`config.mk`:
```
export PLATFORM = sky130hd
export DESIGN_NAME = expr_pipe_hs
export DESIGN_NICKNAME = d
export VERILOG_FILES = /design/src/rtl/expr_pipe_hs.sv
export SDC_FILE = /design/constraint.sdc
export NUM_CORES = 2
export LEC_CHECK = 0
export CORE_ASPECT_RATIO = 1.1
export CORE_UTILIZATION = 65
export DETAILED_ROUTE_END_ITERATION = 8
export PLACE_DENSITY = 0.84
export SYNTH_ARGS = -nofsm -noshare
export SYNTH_HDL_FRONTEND = slang
export SYNTH_SLANG_ARGS = --single-unit
export TNS_END_PERCENT = 10
```
`constraint.sdc`:
```
create_clock -name clk -period 15.3 [get_ports clk]
set_input_delay 2.295 -clock clk [delete_from_list [all_inputs] [get_ports clk]]
set_output_delay 2.295 -clock clk [all_outputs]
set_load 0.02 [all_outputs]
```
`src/rtl/expr_pipe_hs.sv`:
```
// expr_pipe_hs
//   Four-stage pipelined evaluator of q = ((a - b) * (1 + 3c) - 4d) >>> 1.
//   Intermediate values are kept at full precision. The result is then
//   either saturated or wrapped to OUT_WIDTH bits.
//   A single global enable (en = !q_valid || q_ready) advances every stage
//   at once. This gives full throughput with backpressure. Bubbles are
//   carried through the pipeline, not squeezed out.
//
// Ports
//   clk, rst         clock and synchronous active-high reset
//   in_valid/ready   operand handshake; a, b, c, d, round_en travel with it
//   q_valid/ready    result handshake; q, q_ovf qualified by q_valid
//   ovf_cnt          saturating count of delivered overflowed results
//   cnt_clr          synchronous clear of ovf_cnt (beats a same-cycle bump)
module expr_pipe_hs #(
  parameter int WIDTH     = 32,
  parameter int OUT_WIDTH = 32,
  parameter int SAT_EN    = 1,
  parameter int CNT_WIDTH = 16
) (
  input  logic                 clk,
  input  logic                 rst,
  input  logic                 in_valid,
  output logic                 in_ready,
  input  logic [WIDTH-1:0]     a,
  input  logic [WIDTH-1:0]     b,
  input  logic [WIDTH-1:0]     c,
  input  logic [WIDTH-1:0]     d,
  input  logic                 round_en,
  output logic                 q_valid,
  input  logic                 q_ready,
  output logic [OUT_WIDTH-1:0] q,
  output logic                 q_ovf,
  output logic [CNT_WIDTH-1:0] ovf_cnt,
  input  logic                 cnt_clr
);

  localparam int PW = 2*WIDTH + 4;
  // The +1 for round half-up can never carry out of RW bits.
  localparam int RW = 2*WIDTH + 6;
  // The extended width must be wider than OUT_WIDTH.
  // Otherwise the overflow compare below would degenerate.
  localparam int EW = (RW > OUT_WIDTH) ? RW : OUT_WIDTH + 1;

  logic                 r_v1, r_v2, r_v3, r_v4;
  logic [WIDTH-1:0]     r_a1, r_b1, r_c1, r_d1;
  logic                 r_rnd1, r_rnd2, r_rnd3;
  logic [WIDTH:0]       r_diff2;
  logic [WIDTH+2:0]     r_k2, r_d4_2, r_d4_3;
  logic [PW-1:0]        r_p3;
  logic [OUT_WIDTH-1:0] r_q;
  logic                 r_ovf;
  logic [CNT_WIDTH-1:0] r_cnt;

  logic                        w_en;
  logic [WIDTH:0]              w_diff;
  logic [WIDTH+2:0]            w_c_x, w_k, w_d4;
  logic [PW-1:0]               w_diff_x, w_k_x, w_p;
  logic signed [RW-1:0]        w_r, w_s;
  logic signed [EW-1:0]        w_s_x;
  logic signed [OUT_WIDTH-1:0] w_s_lo;
  logic                        w_ovf;
  logic [OUT_WIDTH-1:0]        w_q;

  assign w_en     = !r_v4 || q_ready;
  assign in_ready = w_en && !rst;

  // Stage 2 arithmetic. Sign extension is explicit, so all operations
  // below are plain bit-vector math at the final width.
  assign w_diff = {r_a1[WIDTH-1], r_a1} - {r_b1[WIDTH-1], r_b1};
  assign w_c_x  = {{3{r_c1[WIDTH-1]}}, r_c1};
  assign w_k    = (w_c_x << 1) + w_c_x + (WIDTH+3)'(1);
  assign w_d4   = {r_d1[WIDTH-1], r_d1, 2'b00};

  // Stage 3: both factors are sign-extended to the product width.
  // The low PW bits of the unsigned product are then the exact signed product.
  assign w_diff_x = {{(WIDTH+3){r_diff2[WIDTH]}}, r_diff2};
  assign w_k_x    = {{(WIDTH+1){r_k2[WIDTH+2]}}, r_k2};
  assign w_p      = w_diff_x * w_k_x;

  // Stage 4: subtract, optional +1, then arithmetic shift.
  assign w_r = {{2{r_p3[PW-1]}}, r_p3}
             - {{(WIDTH+3){r_d4_3[WIDTH+2]}}, r_d4_3}
             + {{(RW-1){1'b0}}, r_rnd3};
  assign w_s = w_r >>> 1;

  // Overflow check: s overflows when it differs from its own low
  // OUT_WIDTH bits sign-extended back to full width.
  assign w_s_x  = EW'(w_s);
  assign w_s_lo = w_s_x[OUT_WIDTH-1:0];
  assign w_ovf  = (w_s_x != EW'(w_s_lo));

  always_comb begin
    w_q = w_s_x[OUT_WIDTH-1:0];
    if ((SAT_EN != 0) && w_ovf) begin
      w_q = w_s_x[EW-1] ? {1'b1, {(OUT_WIDTH-1){1'b0}}}
                        : {1'b0, {(OUT_WIDTH-1){1'b1}}};
    end
  end

  // Valid bits and the output register are reset.
  // Everything else is don't-care while its valid bit is low.
  always_ff @(posedge clk) begin
    if (rst) begin
      r_v1  <= 1'b0;
      r_v2  <= 1'b0;
      r_v3  <= 1'b0;
      r_v4  <= 1'b0;
      r_q   <= '0;
      r_ovf <= 1'b0;
    end else if (w_en) begin
      r_v1  <= in_valid;
      r_v2  <= r_v1;
      r_v3  <= r_v2;
      r_v4  <= r_v3;
      r_q   <= w_q;
      r_ovf <= w_ovf;
    end
  end

  always_ff @(posedge clk) begin
    if (w_en) begin
      r_a1    <= a;
      r_b1    <= b;
      r_c1    <= c;
      r_d1    <= d;
      r_rnd1  <= round_en;
      r_diff2 <= w_diff;
      r_k2    <= w_k;
      r_d4_2  <= w_d4;
      r_rnd2  <= r_rnd1;
      r_p3    <= w_p;
      r_d4_3  <= r_d4_2;
      r_rnd3  <= r_rnd2;
    end
  end

  always_ff @(posedge clk) begin
    if (rst || cnt_clr) begin
      r_cnt <= '0;
    end else if (r_v4 && q_ready && r_ovf && (r_cnt != '1)) begin
      r_cnt <= r_cnt + CNT_WIDTH'(1);
    end
  end

  assign q_valid = r_v4;
  assign q       = r_q;
  assign q_ovf   = r_ovf;
  assign ovf_cnt = r_cnt;

endmodule

```
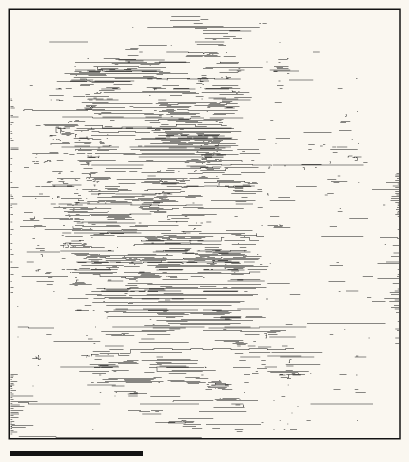
*The metal 3 layer*
Scale bar: 100 um.
longest straight run: 110 um
wire length on this layer: 16,900 um
main direction: horizontal
share of all routed wire: 11%
nets with wire on the layer: 597

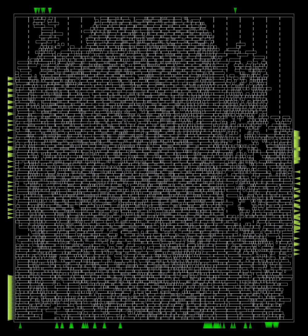
*Cell placement*
Flops: 383
Final Non-Filler Cells: 7,327

==> run_results.csv <==
group,metric,value,unit
global_routing,grt_pass1_vias,47190,
routing,vias,42970,
placement,place_congestion,0.9359,
layout,largest_reg_flops,68,
global_routing,grt_usage,33.87,%
layout,sh_comb_area,67.25,%
global_routing,overflow,0,
routing,drc_errors,0,
routing,final_antenna_net_count,0,
synth,xor_area_share,2.860,%
layout,inv_count,1275,
critical_path,rr_startpoint,"r_k2[17]",
synth,muxShareOfSynthArea,0.08711,%
global_routing,met1_usage,43.19,%
clocking,clk_pin_slew,0.06,ns
layout,buf_share,3.720,%
synth,synth-adder-area-share,48.11,%
timing,worst_pin_slew,1.339,ns
floorplanning,rows,116,
worst_hold_path,hold_depth,0,
routing,drt_iter0_markers,3174,
timing,fin_skew,0.03399,ns
critical_path,crit_cells,31,
synth,top_area_cell,"fa_1",
synth,synth_cells,6065,
timing,slew_headroom,10.77,%
synth,yosys_cells,6065,
routing,top_layer,"met4",
clocking,htreeDepth,2,
synth,synth_top_area_share,39.36,%
global_routing,grt_max_degree,180,
layout,clk_share,2.418,%
floorplanning,pin_count,185,
critical_path,crit_family,"adder cells",
synth,simple_gate_area_share,13.98,%
routing,dr_wl_met2,71870,um
synth,numSynthFlops,383,
layout,logic_area,43560,um2
timing,finalSetupTns,0,ns
routing,via_per_inst,5.865,
worst_hold_path,hold_end,"r_d4_3[23]",
status,status,"complete, no violations",
routing,wirelength,152500,um
critical_path,worst-path-max-fanout,19,
critical_path,ff2ff_setup_slack,5.50,ns
worst_hold_path,min-delay-start,"r_d4_2[23]",
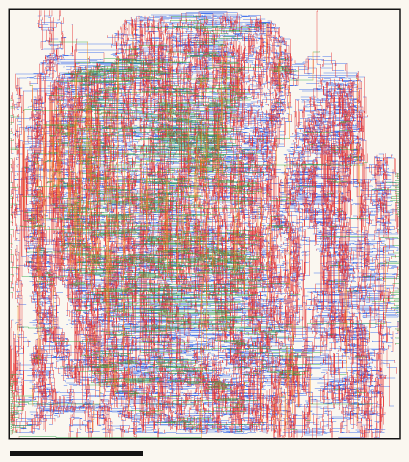
*Signal wires by layer*
Scale bar: 100 um.
| layer | color | wire length |
|---|---|---|
| M2 | red | 71.9 mm |
| M4 | orange | 6,540 um |
| M1 | blue | 57.2 mm |
| M3 | green | 16,900 um |

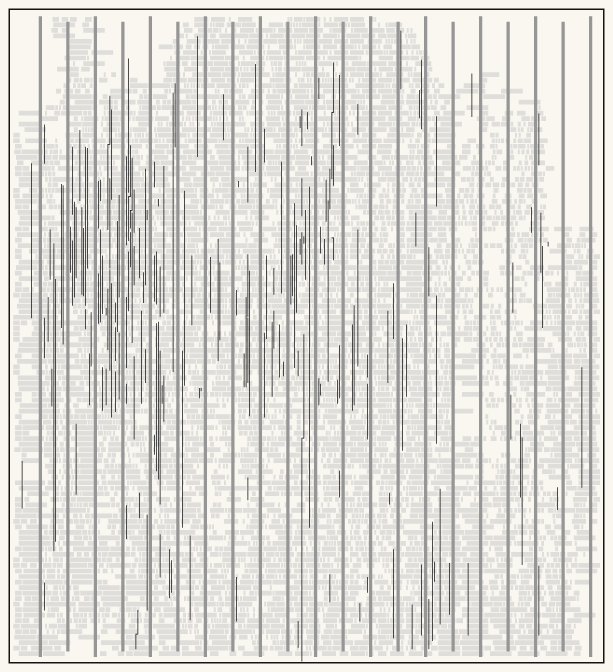
*M4 wires*
Supply wires on this layer in gray. Cells faint in the background.
longest straight run: 168 um
share of all routed wire: 4.3%
nets with wire on the layer: 122
wire length on this layer: 6,540 um
main direction: vertical

metrics by stage:
step | cells | setup WS, ns | cell area, um2 | util (%)
floorplan | 6065 | 2.064 | 60330 | -
global placement | 7243 | 5.819 | 63210 | 69.13
detailed placement | 7243 | 5.596 | 63210 | 69.13
CTS | 7327 | 5.563 | 64780 | 70.84
global route | 7327 | 5.051 | 64780 | 70.84
finish | 7327 | 5.502 | 64780 | 70.84
